Design read_data_sel, sky130hd; sources not shown.
Fig. 1: run 1, placed standard cells
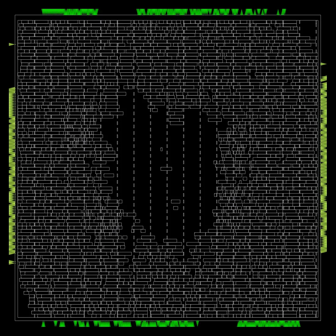
area of the core: 61900 µm²
Core Util, Final: 69.1%

Fig. 2: run 1, I/O pins on the die edge
Pins as bars across the die edge, other pins in gray.
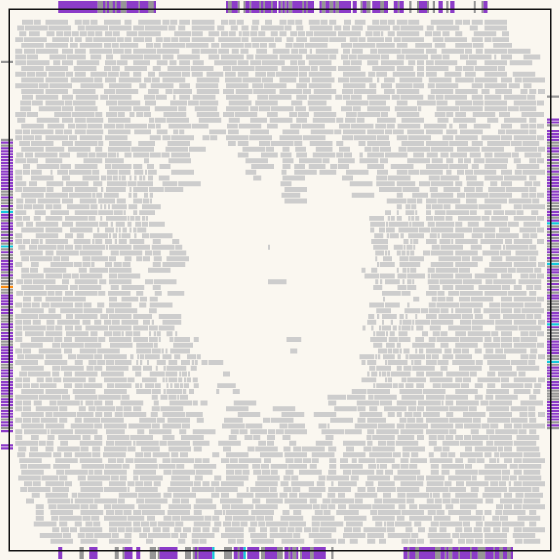
[ram_rd_vld] cyan | pins: 8 | direction: input | edge: 4 right, 2 left, 2 bottom
[rst] orange | pins: 1 | direction: input | edge: left
[ram_rd_pld] purple | pins: 320 | direction: input | edge: 98 top, 95 bottom, 67 left, 60 right
all pins by edge: 148 bottom, 145 top, 108 right, 105 left
horizontal die dimension: 255 µm
Chip Height: 255 µm
number of buffers added on ports: 505

Fig. 3: run 1, placement density heat map
25 x 25 tiles, from white (low) to dark blue (high), 0 to 100% covered.
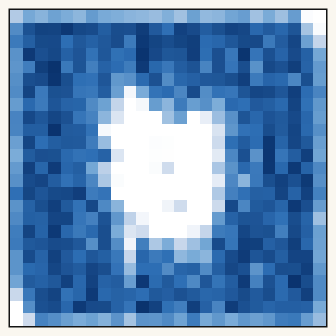
mean over tiles: 64%
emptiest ninth of the die: center
nearly empty tiles: 11%
fullest tile: 99%
initial core utilization: 55.8%

Fig. 4: run 1, M3 wires
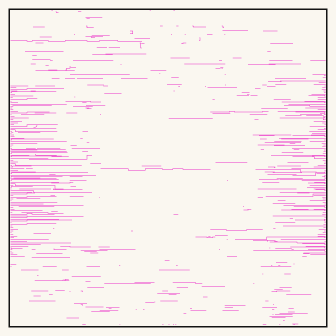
share of all routed wire: 8.1%
main direction: horizontal
Post-Route WL: 83600 µm
Global Route met3 Usage: 6.63%
vias post-DR: 19300

==> impl_metrics.py <==
# Physical implementation metrics
metrics = {
    "synth": {
        "common_cells": "edfxtp_1 (640), mux2_2 (384), mux2_4 (240)",
        "summed_standard_cell_area_reported_by_yosys_um2": 34600,
        "synthTopCellsByArea": "edfxtp_1 (56%), mux2_2 (13%), mux2_4 (10%)",
        "synth_dominant_cell_count": "edfxtp_1",
        "flip_flops_with_a_built_in_enable": 640,
        "synth_seq_share_pct": 57.7,
        "synthArstFlopShare_pct": 0,
        "netlist-cell-type-count": 38,
        "postSynthNetCount": 2248,
        "synth_stat.cells": 1862,
        "synth_area_um2": 34600,
        "synth-seq-cells": 676,
        "ff_type": "edfxtp_1",
        "post_synth.cell_area_avg_um2": 18.6,
        "share_of_the_synthesized_area_in_the_top_cell_type_pct": 55.6,
        "synth.largest_area_cell": "edfxtp_1",
        "yosys_warning_count": 0,
    },
    "pwr": {
        "power_report.internal_total_mw": 12.1,
        "power.share.clock_pct": 19.5,
        "p_comb_share_pct": 45.0,
        "power.static_leakage_nw": 15.1,
        "power_mw": 17.8,
        "seq_power_share_pct": 35.5,
        "total_switching_power_mw": 5.73,
        "power_density_nw_per_um2": 416,
        "max-vdd-ir-drop_v": 0.000352,
    },
    "layout": {
        "final_nets": 2748,
        "seq_cells": 676,
        "nonClockBufferCount": 549,
        "logic_area_um2": 13900,
        "num-fill-cells": 3928,
        "largest_register_ffs": 640,
        "finish.instance_area_um2": 42800,
        "antenna_cells": 1,
        "ff_latch_area_um2": 20000,
        "sh_seq_area_pct": 46.6,
        "largest_class": "flip-flops and latches",
        "final-instance-count-excl-fill": 3255,
        "n_all_inverters": 53,
        "fraction_of_layout_instances_using_a_drive_strength_above_1_pct": 40.1,
        "comb_cells": 1010,
        "clockNetworkAreaShare_pct": 5.48,
        "final-nonclk-buf-share_pct": 12.6,
        "layout.clock_buffers": 97,
        "synthToLayoutAreaGrowth_pct": 23.8,
    },
    "placement": {
        "placed_cells": 3125,
        "detailed_place.area_um2": 40500,
        "place.gp.congestion": 0.815,
        "post-dp-hpwl_um": 53900,
        "pre_cts_ws_ps": 1770,
    },
    "timing": {
        "finalSetupViolCount": 0,
        "post-route-period-util_pct": 68.7,
        "final.setup.tns_ps": 0,
        "finalHoldViolations": 0,
        "fmaxAchievable_mhz": 189,
        "hold_slack_ps": 489,
        "finalCriticalPeriod_ps": 5290,
        "fin_ws_ps": 2410,
        "worst_clock_skew_ps": 29.8,
        "timing.slew.headroom_pct": 31.1,
        "tightest_slew_ps": 1030,
        "rsz0062_at_grt": "no",
        "report.final.slew_viol_count": 0,
    },
    "clocking": {
        "numCtsBuffers": 72,
        "ctsHoldBuffers": 0,
        "clock_insertion_delay_at_the_later_pin_of_the_skew_report_ps": 610,
        "sinks_on_the_clock_net": 676,
        "cts_buffer_depth": 3,
        "tritoncts": "yes",
        "cts.repair.resized": 0,
        "clkSlewWorstSetupHoldPaths_ps": 60,
        "postCtsSetupRepairBufs": 0,
        "cts_max_level": 3,
        "cts_root_buffer": "clkbuf_16",
    },
    "critical_path": {
        "timing.critical_path.fanout_max": 17,
        "timing.reg2reg.setup_slack_ps": 3460,
        "r2r_cells": 13,
        "critical-path-top-delay-family": "buffers and inverters",
        "crit_top_cell": "ha_1",
        "crit_cells": 13,
        "worst_path_max_delay_cell": "o221ai_4",
        "critical_path_arrival_ps": 5630,
        "end_kind": "flop",
        "timing.critical_path.buf_inv": 4,
        "timing.setup.critical_path_class": "input port to flop",
        "cp_data_required_time_ps": 8040,
        "crit_path_cell_trace": "clkdlybuf4s50_1 -> nand2_1 -> ha_1 -> inv_1 -> ha_1 -> xor2_2 -> o21ai_0 -> inv_1 -> ha_1 -> nand2b_1 -> o221ai_4 -> buf_4 -> mux2_2",
        "cp-start-kind": "input port",
        "cpPeakStageDelay_ps": 670,
    },
    "routing": {
        "drt-vias-per-instance": 5.94,
        "final_antenna_net_count": 0,
        "wl_per_cell_um": 25.7,
        "detail_route.iter0.violations": 1212,
        "drc_errors": 0,
        "drt-pass1-iter-count": 5,
    },
    "global_route": {
        "antenna_found_initial": 12,
        "grt_overflow": 0,
        "global_route_wire_length_before_repair_um": 125000,
        "grt_pass1_vias": 20500,
        "grt_start_max_net_pins": 42,
    },
    "hold_path": {
        "hold_crit_class": "flop to flop",
    },
    "job": {
        "tool_warnings": 34,
        "drv_cap": 0,
    },
    "floorplan": {
        "chip_area_um2": 64900,
        "ioPinCount": 506,
        "well_tap_count": 837,
        "row_count": 91,
    },
    "outcome": {
        "run_status": "finished, final reports clean",
    },
}
-- run 1: logic make-up (layout without fill, tap and decap cells) --
family | Yosys count | after routing | share of synthesized area [%]
muxes | 800 | 800 | 33.9
and+or+nand+nor | 93 | 93 | 1.37
buffers and inverters | 176 | 731 | 2.91
adders and majority gates | 52 | 52 | 1.97
other | 0 | 1 | 0
AOI/OAI and AO/OA | 42 | 42 | 1.31
DFF | 676 | 676 | 57.7
xor gates and xnor gates | 23 | 23 | 0.872
-- run 1: cells in the final DEF, fill, tap and decap left out, types with 3 or more instances in the layout --
cell type	count
nand3_1	4
clkinv_8	3
dfxtp_2	7
o221ai_4	12
mux2_4	240
mux4_2	160
a211oi_1	4
clkinv_1	9
clkbuf_1	21
nand2b_1	16
o31ai_4	4
and2_1	3
clkinv_2	8
edfxtp_1	640
inv_1	53
buf_4	44
nor3_1	9
clkdlybuf4s50_1	504
nand2_1	13
clkbuf_16	74
or3_1	6
ha_1	48
mux2_2	384
dfxtp_1	28
nor2_1	28
bufinv_16	7
a2111oi_0	4
xor2_1	4
o31a_1	4
xnor2_1	12
o21ai_4	4
xnor3_1	4
o21ai_0	4
fa_1	4
nor2b_1	8
mux2_1	16
nor3b_2	4
-- run 1: power groups by stage --
stage / clock network (mW) / logic, mW / registers, mW
2_1_floorplan: 0 / 5.27 / 6.23
3_3_place_gp: 0 / 7.88 / 6.29
3_5_place_dp: 0 / 8.04 / 6.42
4_1_cts: 3.52 / 8.10 / 6.35
5_1_grt: 3.65 / 8.51 / 6.45
6_report: 3.47 / 8.02 / 6.33
-- run 1: per-layer routing --
metal / share of wire [%] / global-route usage [%]
met1: 37 / 31.3
met2: 52 / 44.7
met3: 8.1 / 6.63
met4: 2.4 / 7.55
met5: 0.16 / 0
No activity file was given, so power comes from the tool's default toggle rates.
